--- src/rtl/serial_rx_deser.sv ---
// Serial-to-parallel receiver: rebuilds a WORDS x WIDTH-bit frame from a strobed bit
// stream and holds it under a valid/ack handshake with overrun and gap-timeout flags.
module serial_rx_deser #(
    parameter int WIDTH   = 4,
    parameter int WORDS   = 2,
    parameter int TIMEOUT = 8
) (
    input  logic                   ck,
    input  logic                   reset,
    input  logic                   sin,
    input  logic                   sin_vld,
    input  logic                   ack,
    output logic [WIDTH*WORDS-1:0] Dout,
    output logic                   dvalid,
    output logic                   busy,
    output logic                   overrun,
    output logic                   gap_err
);

    localparam int N  = WIDTH * WORDS;
    localparam int CW = $clog2(N + 1);
    localparam int GW = $clog2(TIMEOUT + 1);

    typedef enum logic {IDLE = 1'b0, RECV = 1'b1} state_t;

    state_t          state_q, state_d;
    logic [CW-1:0]   bit_cnt_q, bit_cnt_d;
    logic [GW-1:0]   gap_cnt_q, gap_cnt_d;
    logic [N-1:0]    shreg_q, shreg_d;
    logic [N-1:0]    dout_q, dout_d;
    logic            dvalid_q, dvalid_d;
    logic            overrun_q, overrun_d;
    logic            gap_err_q, gap_err_d;
    logic [N:0]      shift_ext;
    logic [N-1:0]    shifted;

    // Shift through an N+1 wide vector so the same expression also covers N==1.
    assign shift_ext = {shreg_q, sin};
    assign shifted   = shift_ext[N-1:0];

    always_comb begin
        state_d   = state_q;
        bit_cnt_d = bit_cnt_q;
        gap_cnt_d = gap_cnt_q;
        shreg_d   = shreg_q;
        dout_d    = dout_q;
        dvalid_d  = dvalid_q;
        overrun_d = overrun_q;
        gap_err_d = 1'b0;

        if (dvalid_q && ack)
            dvalid_d = 1'b0;

        if (sin_vld) begin
            shreg_d   = shifted;
            gap_cnt_d = '0;
            if (bit_cnt_q == CW'(N - 1)) begin
                // A completing frame always wins; an un-acked old frame is an overrun.
                dout_d    = shifted;
                dvalid_d  = 1'b1;
                overrun_d = overrun_q | (dvalid_q & ~ack);
                bit_cnt_d = '0;
                state_d   = IDLE;
            end else begin
                bit_cnt_d = bit_cnt_q + CW'(1);
                state_d   = RECV;
            end
        end else if (state_q == RECV) begin
            if (gap_cnt_q == GW'(TIMEOUT - 1)) begin
                bit_cnt_d = '0;
                gap_cnt_d = '0;
                shreg_d   = '0;
                gap_err_d = 1'b1;
                state_d   = IDLE;
            end else begin
                gap_cnt_d = gap_cnt_q + GW'(1);
            end
        end
    end

    always_ff @(posedge ck or negedge reset) begin
        if (!reset) begin
            state_q   <= IDLE;
            bit_cnt_q <= '0;
            gap_cnt_q <= '0;
            shreg_q   <= '0;
            dout_q    <= '0;
            dvalid_q  <= 1'b0;
            overrun_q <= 1'b0;
            gap_err_q <= 1'b0;
        end else begin
            state_q   <= state_d;
            bit_cnt_q <= bit_cnt_d;
            gap_cnt_q <= gap_cnt_d;
            shreg_q   <= shreg_d;
            dout_q    <= dout_d;
            dvalid_q  <= dvalid_d;
            overrun_q <= overrun_d;
            gap_err_q <= gap_err_d;
        end
    end

    assign Dout    = dout_q;
    assign dvalid  = dvalid_q;
    assign busy    = (state_q == RECV);
    assign overrun = overrun_q;
    assign gap_err = gap_err_q;

endmodule
--- config.mk ---
export PLATFORM = sky130hd
export DESIGN_NAME = serial_rx_deser
export DESIGN_NICKNAME = d
export VERILOG_FILES = /design/src/rtl/serial_rx_deser.sv
export SDC_FILE = /design/constraint.sdc
export NUM_CORES = 1
export LEC_CHECK = 0
export CAP_MARGIN = 5
export CORE_MARGIN = 4
export CORE_UTILIZATION = 40
export DETAILED_ROUTE_END_ITERATION = 6
export DONT_BUFFER_PORTS = 1
export REMOVE_ABC_BUFFERS = 1
export SYNTH_ARGS = -nofsm -noshare
export SYNTH_HDL_FRONTEND = slang
export SYNTH_SLANG_ARGS = --single-unit
--- constraint.sdc ---
create_clock -name ck -period 1.9 [get_ports ck]
set_input_delay 0.475 -clock ck [delete_from_list [all_inputs] [get_ports ck]]
set_output_delay 0.475 -clock ck [all_outputs]
set_load 0.01 [all_outputs]
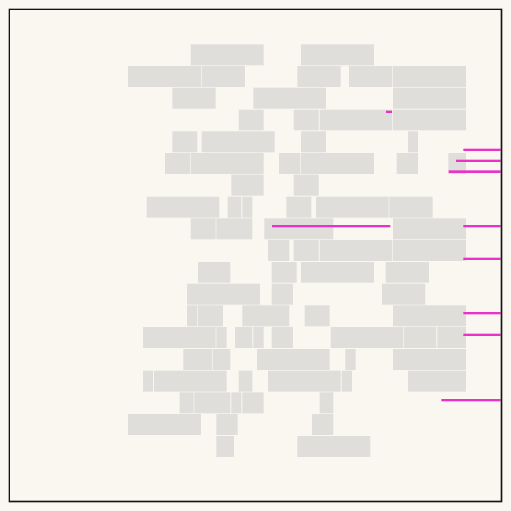
Fig. 1. Metal 3 (run 1).
(8 px per micron) Cells faint in the background.
share of all routed wire: 3.4%
nets with wire on the layer: 9
longest straight run: 14.5 microns
met3 Usage GRT: 1.258%
via total after detailed routing: 614
Routed WL: 1.629 mm

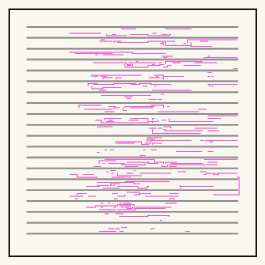
Fig. 2. M1 wires (run 1).
(4 px per micron) Supply wires on this layer in grey.
share of all routed wire: 50%
longest straight run: 15.6 microns
wire length on this layer: 808 microns

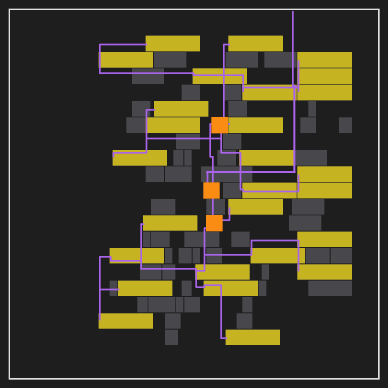
Fig. 3. Clock distribution (run 1).
(6 px per micron)
[clock-net drivers] orange | count: 3
[flip-flops] yellow | count: 27
[clock wires] purple | length: 277 microns
routed clock nets: 4
Clock Power Share: 17.6%
Clk. pwr: 0.245 mW
Setup Skew: 12.13 ps

==> results_slide.txt, run 1 <==
Implementation Results

Setup path
  – Crit end category: flip-flop
  – Crit path buf inv count: 0
  – R2R Path Start: gap_cnt_q[0]
  – CP Data Arrival Time: 1720 ps
  – RR Endpoint: bit_cnt_q[0]
  – Max stage delay on crit path: 470 ps
  – Crit. Startpoint: gap_cnt_q[0]
  – Critical-path cell list: ha_1 -> a41oi_2 -> mux2_2
  – Nature of the critical path startpoint: flip-flop
  – WS Path Type: flip-flop to flip-flop
  – CP max stage cell: a41oi_2
  – Reg2Reg Depth: 3
  – CP required: 2160 ps
  – Worst-path fanout max: 11
  – Worst reg2reg setup slack: 450 ps
  – CP top delay family: AND-OR/OR-AND gates

Routing
  – Vias per cell: 5.482
  – DRT Pass-1 Iters: 2
  – DRT iter0 DRCs: 5
  – DRC viols: 0
  – Drt wl/cell: 14.54 microns

Synth
  – Seq share, synth: 59.34%
  – Mapped Avg Cell Area: 14.23 sq um
  – Synth area leaders: dfrtp_1 59%, mux2_4 9.2%, a22o_1 7.7%
  – XOR Share, Synth: 1.538%
  – Mux area share: 13.08%
  – Synth top area share: 59.34%
  – Synth Area in Adders: 2.198%
  – Leading area contributor after synthesis: dfrtp_1
  – Basic Gates by Area: 9.011%
  – Comb area leader: multiplexers
  – Unique masters post-synth: 25
  – Aoi share: 11.10%

STA
  – Setup TNS: 0 ps
  – Hold Violations, Final: 0
  – Worst-margin pin slew: 517.4 ps
  – Crit share post-route: 76.58%
  – Pins Over Slew Limit: 0
  – Hold WS: 204.4 ps
  – Final min period: 1455 ps
  – # setup viols final: 0
  – RSZ-0062 raised after global routing: no
  – Worst slew margin: 65.51%
  – Setup WS post-layout: 445.0 ps

Floorplan
  – Die Footprint: 0.003764 sq mm
  – Cell Rows: 19
  – Die H: 61.35 microns
  – DIE WIDTH: 61.35 microns

Final layout
  – Nets: 89
  – Share of cells above drive strength 1: 18.52%
  – Area growth syn-to-layout: 5.604%

Run
  – Tool warnings: 25
  – Max-cap check violation count: 0

Global routing
  – Initial antenna violation count: 0
  – Largest net degree at the start of global routing: 28
  – Vias in the first global route: 625
  – Gr usage total: 9.743%
  – First-pass GRT wire length: 2.732 mm
  – GR Overflow Total: 0

Power and ir drop
  – Pwr dens: 1160 mW/mm^2
  – Lkg Pwr: 0.5965 nW
  – Peak VDD IR: 0.6876 mV

CTS
  – Root Buffer: clkbuf_4
  – TritonCTS clock tree: yes
  – Clock buffer depth: 2
  – Clock Latency Late Sink: 320 ps
  – CTS Buf Count: 3
  – H-Tree Depth: 1
  – Reg clk slew, reported paths: 140 ps
  – Clk sinks: 27

Place
  – RD Place Congestion: 0.7172
  – Final HPWL DP: 1.094 mm
  – IO buf count: 0
  – Dpl ws: 479.9 ps

Status
  – Status: complete, no violations

Min path
  – Hold Crit Depth: 1
  – Hold WC Path Type: input pin to flip-flop
  – Worst Hold End: gap_cnt_q[0]
-- run 1: worst reg2reg max path: cells and delay by family (launching register included) --
family / cells / cell delay (ps)
AOI/OAI and AO/OA: 1 / 480
muxes: 1 / 250
DFF: 1 / 430
adders and majority gates: 1 / 260
-- run 1: layer usage --
metal | GRT usage (%) | vias up | part of all wire, %
met5 | 0 | - | 0
met4 | 5.455 | 0 | 0.86
met3 | 1.258 | 2 | 3.4
met2 | 16.01 | 10 | 46
met1 | 12.37 | 312 | 50
li1 | - | 290 | -
-- run 1: what timing repair did --
action / 4_1_cts / 5_1_grt
hold endpoints to repair: 27 / 0
setup buffers: 0 / 0
gates resized: 0 / 0
hold buffers: 2 / 0
-- run 1: worst max-delay path by stage --
stage                   end  cells past startpoint
6_report       bit_cnt_q[0]                      3
5_1_grt        bit_cnt_q[0]                      3
4_1_cts        bit_cnt_q[0]                      3
3_5_place_dp   bit_cnt_q[0]                      3
3_3_place_gp        Dout[7]                      3
2_1_floorplan       Dout[7]                      3
-- run 1: state kept, by name, indices dropped and copies added, names as in the netlist --
name	cells
dvalid	1
overrun	1
shreg_q	7
busy	1
Dout	8
bit_cnt_q	4
gap_err	1
gap_cnt_q	4
-- run 1: synthesized netlist by cell type, drive strengths merged --
cell type,instances
a21oi,3
nand2b,2
mux2,10
inv,2
xor2,2
nand3,1
buf,4
nand4,1
o21bai,1
nor2,4
nor3b,1
ha,2
nand4b,1
nand3b,2
clkbuf,1
a22o,10
mux2i,1
or3,1
nand2,3
a41oi,1
dfrtp,27
-- run 1: where the power goes --
group	leakage, nW	internal, mW	switching (mW)
Sequential	0.349	0.712	0.157
Clock	0.0139	0.0802	0.165
Combinational	0.234	0.189	0.0901
Total	0.597	0.982	0.412
-- run 1: placed cells by master (no fill, tap or decap), types with 3 or more instances in the layout --
cell	n
mux2_4	7
a22o_1	10
a21oi_1	3
nand2_1	3
dfrtp_1	27
clkbuf_4	3
nor2_1	4
-- run 1: metrics by stage --
stage | power (mW) | cells | utilization, % | instance area (sq um)
final | 1.394 | 112 | 43.98 | 1202
after global routing | 1.486 | 112 | 43.98 | 1202
after CTS | 1.414 | 112 | 43.98 | 1202
after detailed placement | 1.151 | 106 | 41.78 | 1142
after global placement | 1.138 | 106 | 41.78 | 1142
after floorplan | 1.095 | 75 | - | 1104
-- run 1: cell families after synthesis --
| group | Yosys count |
|---|---|
| and+or+nand+nor | 16 |
| buffers and inverters | 7 |
| xor gates and xnor gates | 2 |
| DFF | 27 |
| AOI/OAI and AO/OA | 15 |
| adders and majority gates | 2 |
| muxes | 11 |
-- run 1: cell type report --
| type | instances | area [sq um] | share of cell area, % |
|---|---|---|---|
| timing repair buffer | 2 | 30.03 | 2.497 |
| inverter | 2 | 7.507 | 0.6244 |
| tap | 31 | 38.79 | 3.226 |
| clock inverter | 1 | 7.507 | 0.6244 |
| multi-input combinational | 46 | 420.4 | 34.96 |
| clock buffer | 3 | 22.52 | 1.873 |
| sequential | 27 | 675.6 | 56.19 |
Fig. 4: run 1, local utilization
(6 px per micron) 6 x 6 tiles, from white (low) to dark blue (high), 0 to 100% covered.
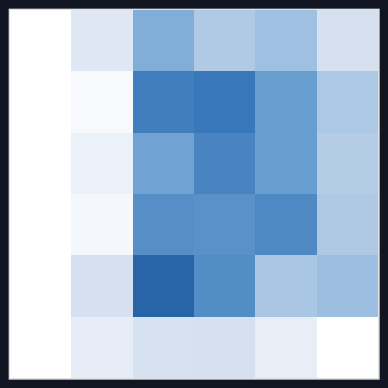

## Run 2: what changed since run 1
Clock period 1.9 ns to 1.3 ns, I/O delays scaled along.
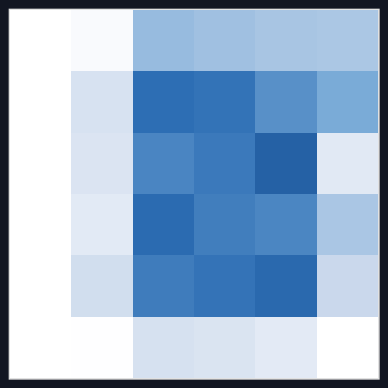
Fig. 5. Local utilization (run 2).
(6 px per micron) 6 x 6 tiles, from white (low) to dark blue (high), 0 to 100% covered.
densest ninth of the die: centre
nearly empty tiles: 22%
fullest tile: 80%
tiles over 75% full: 11%
mean over tiles: 35%
core area: 0.002734 sq mm
Pre-Place Util: 41.65%
final core utilization: 48.92%

==> run 2 against run 1 <==
  * Power up 58%
  * Cell area up 11%
  * Synthesized area did not move
  * Largest cell class unchanged
  * Critical path depth down 2
  * Core utilization grew 4.9 points
  * Sequential power grew 49%
  * Non-clock buffer count is 11 higher
  * Setup slack lost 410 ps
  * Die size unchanged
  * Clock power is 41% higher
  * Cell count up 11%
  * Highest routed layer unchanged
  * Register-to-register slack worse by 400 ps
==> results_slide.txt, run 2 <==
Implementation Results

Status
  – Status: complete, no violations (unchanged)

Place
  – Dpl ws: -75.60 ps (was 479.9 ps)
  – Inst Count DP: 115 (was 106)
  – RD Place Congestion: 0.7064 (was 0.7172)
  – IO buf count: 0 (unchanged)
  – Final HPWL DP: 1.248 mm (was 1.094 mm)

CTS
  – TritonCTS clock tree: yes (unchanged)
  – Clk sinks: 27 (unchanged)
  – Clock Latency Late Sink: 310 ps (was 320 ps)
  – Root Buffer: clkbuf_4 (unchanged)
  – H-Tree Depth: 1 (unchanged)
  – Clock buffer depth: 2 (unchanged)
  – Reg clk slew, reported paths: 130 ps (was 140 ps)
  – CTS Buf Count: 3 (unchanged)

Routing
  – Via total after detailed routing: 687 (was 614)
  – DRT Pass-1 Iters: 4 (was 2)
  – Drt wl/cell: 15.69 microns (was 14.54 microns)
  – DRC viols: 0 (unchanged)
  – Routed WL: 1.945 mm (was 1.629 mm)
  – Antenna Violating Nets Remaining: 0 (unchanged)
  – Vias per cell: 5.540 (was 5.482)
  – DRT iter0 DRCs: 20 (was 5)

Min path
  – Worst Hold Launch: sin_vld (unchanged)
  – Worst Hold End: gap_cnt_q[1] (was gap_cnt_q[0])
  – Hold Crit Depth: 1 (unchanged)
  – Hold WC Path Type: input pin to flip-flop (unchanged)

Final layout
  – Max reg flops: 8 (unchanged)
  – Dominant logic cell type in the layout: dfrtp_1 (unchanged)
  – Nets: 101 (was 89)
  – Share of cells above drive strength 1: 33.33% (was 18.52%)
  – Seq. cell area: 678.2 sq um (was 675.6 sq um)
  – N_diodes: 0 (unchanged)
  – Top cells excl fill/tap: 25 x dfrtp_1, 11 x buf_4, 10 x a22o_1 (was 27 x dfrtp_1, 10 x a22o_1, 7 x mux2_4)
  – Cell Count, Final, Fillers Out: 124 (was 112)
  – Filler cells: 245 (was 246)
  – MI comb area: 474.2 sq um (was 420.4 sq um)
  – Area growth syn-to-layout: 17.47% (was 5.604%)

Synth
  – Register bit total from synthesis: 27 (unchanged)
  – Top post-synthesis cells by count: 27 x dfrtp_1, 10 x a22o_1, 7 x mux2_4, 4 x nor2_1 (unchanged)
  – Number of enable flip-flop cells: 0 (unchanged)
  – Synth area leaders: dfrtp_1 59%, mux2_4 9.2%, a22o_1 7.7% (unchanged)
  – Leading area contributor after synthesis: dfrtp_1 (unchanged)
  – Post-Syn Instances: 80 (unchanged)
  – Ys async rst share: 100.0% (unchanged)
  – Unique masters post-synth: 25 (unchanged)
  – Yosys cell count: 80 (unchanged)
  – Seq share, synth: 59.34% (unchanged)
  – Netlist Area Pre-Place: 0.001139 sq mm (unchanged)
  – Yosys synthesis chip area: 0.001139 sq mm (unchanged)
  – Dominant flop cell: dfrtp_1 (unchanged)
  – Mapped Avg Cell Area: 14.23 sq um (unchanged)
  – Count leader, synth: dfrtp_1 (unchanged)
  – Syn. warnings: 0 (unchanged)
  – Synth top area share: 59.34% (unchanged)

Setup path
  – Max stage delay on crit path: 460 ps (was 470 ps)
  – Nature of the critical path startpoint: flip-flop (unchanged)
  – RR Endpoint: bit_cnt_q[3] (was bit_cnt_q[0])
  – R2R Path Start: bit_cnt_q[1] (was gap_cnt_q[0])
  – Crit end category: primary output (was flip-flop)
  – CP max stage cell: dfrtp_2 (was a41oi_2)
  – WS Path Type: flip-flop to primary output (was flip-flop to flip-flop)
  – CP Data Arrival Time: 940 ps (was 1720 ps)
  – Crit. Startpoint: busy (was gap_cnt_q[0])
  – CP required: 980 ps (was 2160 ps)
  – Worst-path fanout max: 5 (was 11)
  – Worst reg2reg setup slack: 50 ps (was 450 ps)
  – Critical-path cell list: buf_4 (was ha_1 -> a41oi_2 -> mux2_2)
  – Crit. path cell count: 1 (was 3)
  – Crit path buf inv count: 1 (was 0)
  – CP top delay family: flip-flops (was AND-OR/OR-AND gates)
  – Reg2Reg Depth: 4 (was 3)

STA
  – Final min period: 1261 ps
  – Crit share post-route: 97.04%
  – Hold Violations, Final: 0 (unchanged)
  – Pins Over Slew Limit: 0 (unchanged)
  – Fmax: 792.7 MHz
  – Worst-margin pin slew: 242.4 ps (was 517.4 ps)
  – Setup Skew: 3.057 ps (was 12.13 ps)
  – Worst slew margin: 83.79% (was 65.51%)
  – Setup WS post-layout: 38.50 ps (was 445.0 ps)
  – # setup viols final: 0 (unchanged)

Floorplan
  – Die H: 61.35 microns (unchanged)
  – DIE WIDTH: 61.35 microns (unchanged)
  – I/O pin count: 17 (unchanged)
  – Die Footprint: 0.003764 sq mm (unchanged)
  – Cell Rows: 19 (unchanged)

Global routing
  – Initial antenna violation count: 0 (unchanged)
  – Largest net degree at the start of global routing: 28 (unchanged)
  – First-pass GRT wire length: 3.022 mm (was 2.732 mm)
  – Gr usage total: 11.06% (was 9.743%)
  – GR Overflow Total: 0 (unchanged)
  – Vias in the first global route: 690 (was 625)

Power and ir drop
  – Peak VDD IR: 0.9951 mV (was 0.6876 mV)
  – Lkg Pwr: 0.6689 nW (was 0.5965 nW)
  – Pwr dens: 1646 mW/mm^2 (was 1160 mW/mm^2)

Run
  – Tool warnings: 25 (unchanged)
  – Max-cap check violation count: 0 (unchanged)
run 2: cell counts after synthesis:
Identical to the previous run, type by type.
run 2: logic make-up (layout without fill, tap and decap cells):
kind of cell / after synthesis / count (layout) / share of synthesized area [%]
compound gates: 15 / 15 / 11.10
mux: 11 / 11 / 13.08
xor+xnor: 2 / 2 / 1.539
simple gates: 16 / 17 / 9.010
fa+ha+maj: 2 / 2 / 2.197
buf+inv: 7 / 19 / 3.735
flops: 27 / 27 / 59.34
run 2: worst max-delay path by stage:
| stage | to | slack [ps] |
|---|---|---|
| final | busy | 40 |
| after global placement | Dout[7] | -30 |
| after CTS | bit_cnt_q[1] | 20 |
| after detailed placement | Dout[7] | -80 |
| after floorplan | Dout[7] | -1 |
| after global routing | busy | -2 |
run 2: metal layers:
| metal | up-vias | track usage (%) | part of all wire (%) |
|---|---|---|---|
| li1 | 318 | - | - |
| met1 | 351 | 13.61 | 45 |
| met2 | 14 | 19.18 | 50 |
| met3 | 4 | 1.887 | 3.1 |
| met4 | 0 | 4.545 | 1.8 |
| met5 | - | 0 | 0 |
run 2: layout make-up:
type | instances | share of cell area (%)
clock buffers | 4 | 1.964
inverters | 2 | 0.5613
multi-input cells | 47 | 35.45
flip-flops and latches | 27 | 50.70
well taps | 31 | 2.900
repair buffers | 13 | 8.419
run 2: power by group:
group	switching (mW)	total [mW]	internal, mW	leakage, nW
Combinational	0.180	0.561	0.380	0.307
Clock	0.226	0.346	0.120	0.0150
Sequential	0.250	1.30	1.05	0.347
Total	0.656	2.20	1.55	0.669
run 2: timing repair:
item	in CTS	in global routing
resized	5	3
pin swaps	2	2
setup buffers	0	2
gates cloned	1	0
hold buffers	2	0
endpoints found under the setup margin	17	9
endpoints found under the hold margin	27	0
run 2: per-stage QoR:
step           cell area [sq um]  power (mW)  hold slack (ps)  TNS [ps]
4_1_cts                     1315       2.199            51.32         0
3_3_place_gp                1210       1.730            30.04    -164.8
2_1_floorplan               1104       1.601            29.41    -1.332
6_report                    1338       2.202            56.90         0
3_5_place_dp                1210       1.759            30.08    -542.0
5_1_grt                     1338       2.335            28.83    -2.073
Fig. 6: run 2, metal 3
(8 px per micron) Cells faint in the background.
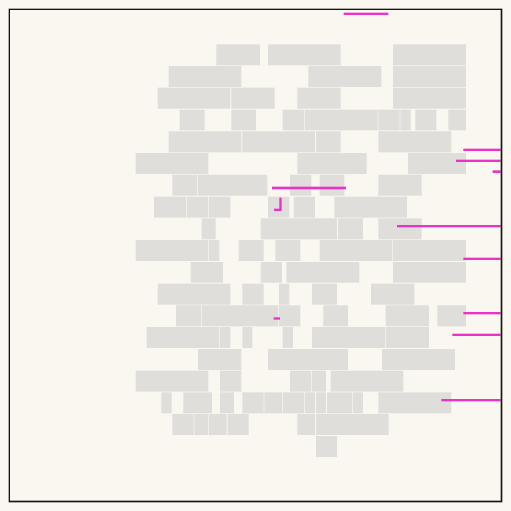

## Run 3: what changed since run 2
--- a/constraint.sdc
+++ b/constraint.sdc
@@ -3,2 +3,2 @@
 set_output_delay 0.325 -clock ck [all_outputs]
-set_load 0.01 [all_outputs]
+set_load 0.005 [all_outputs]
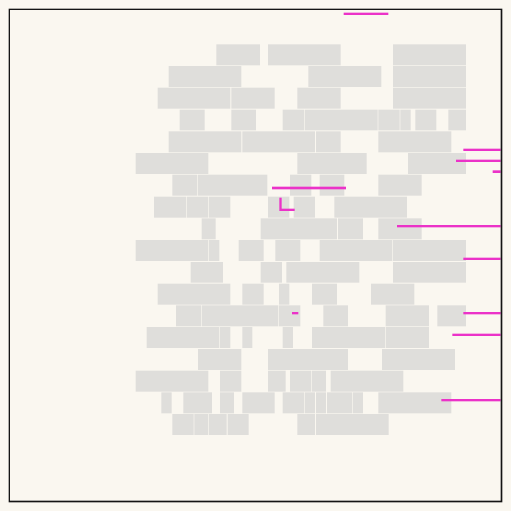
Fig. 7. Metal 3 (run 3).
(8 px per micron) Cells faint in the background.
share of all routed wire: 3.2%
longest straight run: 12.6 microns

==> run 3 against run 2 <==
  * Via count shrank 1.2%
  * Core utilization shrank 0.14 points
  * Synthesized cell count is the same
  * Clock power is essentially flat
  * Sequential power shrank 3%
  * Non-clock buffer count shrank 1
  * Setup slack gained 6.6 ps
  * Maximum frequency grew 0.53%
  * Cell count shrank 0.81%
  * Global-route usage is the same
  * Largest power group unchanged
==> results_slide.txt, run 3 <==
Implementation Results

Synth
  – Number of enable flip-flop cells: 0 (unchanged)
  – Syn. warnings: 0 (unchanged)
  – Synth top area share: 59.34% (unchanged)
  – Seq share, synth: 59.34% (unchanged)
  – Netlist Area Pre-Place: 0.001139 sq mm (unchanged)
  – Top post-synthesis cells by count: 27 x dfrtp_1, 10 x a22o_1, 7 x mux2_4, 4 x nor2_1 (unchanged)
  – Register bit total from synthesis: 27 (unchanged)
  – Yosys synthesis chip area: 0.001139 sq mm (unchanged)
  – Unique masters post-synth: 25 (unchanged)
  – Ys async rst share: 100.0% (unchanged)
  – Leading area contributor after synthesis: dfrtp_1 (unchanged)
  – Post-Syn Instances: 80 (unchanged)
  – Synth area leaders: dfrtp_1 59%, mux2_4 9.2%, a22o_1 7.7% (unchanged)
  – Count leader, synth: dfrtp_1 (unchanged)
  – Dominant flop cell: dfrtp_1 (unchanged)
  – Yosys cell count: 80 (unchanged)
  – Mapped Avg Cell Area: 14.23 sq um (unchanged)

Min path
  – Worst Hold End: gap_cnt_q[1] (unchanged)
  – Hold Crit Depth: 1 (unchanged)
  – Hold WC Path Type: input pin to flip-flop (unchanged)
  – Worst Hold Launch: sin_vld (unchanged)

Setup path
  – WS Path Type: flip-flop to flip-flop (was flip-flop to primary output)
  – Critical-path cell list: buf_4 -> nand3_1 -> mux2_1 -> a22o_1 (was buf_4)
  – RR Endpoint: bit_cnt_q[3] (unchanged)
  – R2R Path Start: bit_cnt_q[1] (unchanged)
  – CP required: 1520 ps (was 980 ps)
  – Nature of the critical path startpoint: flip-flop (unchanged)
  – Worst-path fanout max: 2 (was 5)
  – CP Data Arrival Time: 1470 ps (was 940 ps)
  – CP max stage cell: dfrtp_1 (was dfrtp_2)
  – Reg2Reg Depth: 4 (unchanged)
  – CP top delay family: flip-flops (unchanged)
  – Crit. Startpoint: bit_cnt_q[1] (was busy)
  – Crit end category: flip-flop (was primary output)
  – Worst reg2reg setup slack: 50 ps (about the same)
  – Max stage delay on crit path: 440 ps (was 460 ps)
  – Crit path buf inv count: 1 (unchanged)

Final layout
  – Area growth syn-to-layout: 17.14% (was 17.47%)
  – Final Cell Area: 0.001334 sq mm (was 0.001338 sq mm)
  – N_diodes: 0 (unchanged)
  – Share of cells above drive strength 1: 32.61% (was 33.33%)
  – Top cells excl fill/tap: 25 x dfrtp_1, 10 x a22o_1, 9 x buf_4 (was 25 x dfrtp_1, 11 x buf_4, 10 x a22o_1)
  – Dominant logic cell type in the layout: dfrtp_1 (unchanged)
  – Max reg flops: 8 (unchanged)
  – Nets: 100 (was 101)

STA
  – Setup Skew: 3.490 ps (was 3.057 ps)
  – Hold Violations, Final: 0 (unchanged)
  – Pins Over Slew Limit: 0 (unchanged)
  – Fmax: 796.9 MHz (was 792.7 MHz)
  – Setup TNS: 0 ps (unchanged)
  – Worst-margin pin slew: 242.1 ps (was 242.4 ps)
  – Final min period: 1255 ps (was 1261 ps)
  – Setup WS post-layout: 45.15 ps (was 38.50 ps)
  – Worst slew margin: 83.81% (was 83.79%)
  – Crit share post-route: 96.53% (was 97.04%)
  – # setup viols final: 0 (unchanged)
  – RSZ-0062 raised after global routing: no

Routing
  – Via total after detailed routing: 679 (was 687)
  – DRT iter0 DRCs: 23 (was 20)
  – DRT Pass-1 Iters: 4 (unchanged)
  – Drt wl/cell: 15.76 microns (was 15.69 microns)
  – Antenna Violating Nets Remaining: 0 (unchanged)
  – Routed WL: 1.938 mm (was 1.945 mm)
  – Vias per cell: 5.520 (was 5.540)
  – DRC viols: 0 (unchanged)

Power and ir drop
  – Lkg Pwr: 0.6664 nW (was 0.6689 nW)
  – Peak VDD IR: 0.9479 mV (was 0.9951 mV)
  – Pwr dens: 1616 mW/mm^2 (was 1646 mW/mm^2)

Run
  – Tool warnings: 25 (unchanged)
  – Max-cap check violation count: 0 (unchanged)

Place
  – Placed cell areas: 0.001210 sq mm (unchanged)
  – IO buf count: 0 (unchanged)
  – RD Place Congestion: 0.7064 (unchanged)
  – Dpl ws: -75.57 ps (was -75.60 ps)
  – Final HPWL DP: 1.248 mm (unchanged)

Global routing
  – Initial antenna violation count: 0 (unchanged)
  – First-pass GRT wire length: 3.022 mm (unchanged)
  – Gr usage total: 11.06% (unchanged)
  – Vias in the first global route: 690 (unchanged)
  – GR Overflow Total: 0 (unchanged)
  – Largest net degree at the start of global routing: 28 (unchanged)

CTS
  – CTS Buf Count: 3 (unchanged)
  – Clk sinks: 27 (unchanged)
  – Reg clk slew, reported paths: 130 ps (about the same)
  – Clock Latency Late Sink: 310 ps (about the same)
  – H-Tree Depth: 1 (unchanged)
  – TritonCTS clock tree: yes (unchanged)
  – Clock buffer depth: 2 (unchanged)
  – Root Buffer: clkbuf_4 (unchanged)

Floorplan
  – Die Footprint: 0.003764 sq mm (unchanged)
  – Pre-Place Util: 41.65% (unchanged)
  – Cell Rows: 19 (unchanged)
  – Core area: 0.002734 sq mm (unchanged)
  – I/O pin count: 17 (unchanged)
  – DIE WIDTH: 61.35 microns (unchanged)
  – Die H: 61.35 microns (unchanged)

Status
  – Status: complete, no violations (unchanged)
-- run 3: cell counts after synthesis --
No cell type changed its count.
-- run 3: layout make-up --
| type | count | area (sq um) |
|---|---|---|
| fill | 245 | 1400 |
| timing repair buffer | 12 | 108.9 |
| multi-input combinational | 47 | 474.2 |
| tap | 31 | 38.79 |
| sequential | 27 | 678.2 |
| clock buffer | 4 | 26.28 |
| inverter | 2 | 7.507 |
-- run 3: what timing repair did --
item / CTS / global route
hold endpoints to repair: 27 / 0
setup buffers: 0 / 1
cloned: 1 / 0
gates resized: 4 / 5
setup endpoints to repair: 17 / 9
hold buffers: 2 / 0
pin swaps: 2 / 2
-- run 3: power breakdown --
group / internal, mW / switching [mW]
logic: 0.378 / 0.174
clock network: 0.120 / 0.226
registers: 1.05 / 0.212
-- run 3: how the worst max path moves through the flow --
stage / endpoint / cells after the start
floorplan: Dout[7] / 3
global placement: Dout[7] / 3
detailed placement: Dout[7] / 3
CTS: busy / 1
global route: busy / 1
finish: bit_cnt_q[3] / 4
-- run 3: metal layers --
metal	track usage, %	part of all wire [%]	vias to the layer above
li1	-	-	316
met1	13.61	46	345
met2	19.18	49	14
met3	1.887	3.2	4
met4	4.545	1.8	0
met5	0	0	-
-- run 3: through the flow --
stage / hold WS [ps] / utilization [%] / total power, mW / cells
3_5_place_dp: 30.08 / 44.26 / 1.717 / 115
6_report: 56.71 / 48.79 / 2.156 / 123
3_3_place_gp: 30.04 / 44.26 / 1.688 / 115
5_1_grt: 28.83 / 48.79 / 2.289 / 123
4_1_cts: 51.32 / 48.05 / 2.156 / 122
2_1_floorplan: 29.41 / - / 1.558 / 75
-- run 3: logic make-up after synthesis --
logic type	share of synthesized area (%)
AOI/OAI and AO/OA	11.10
xor gates and xnor gates	1.539
adders and majority gates	2.197
and+or+nand+nor	9.010
muxes	13.08
DFF	59.34
buffers and inverters	3.735
No activity file was given, so power comes from the tool's default toggle rates.
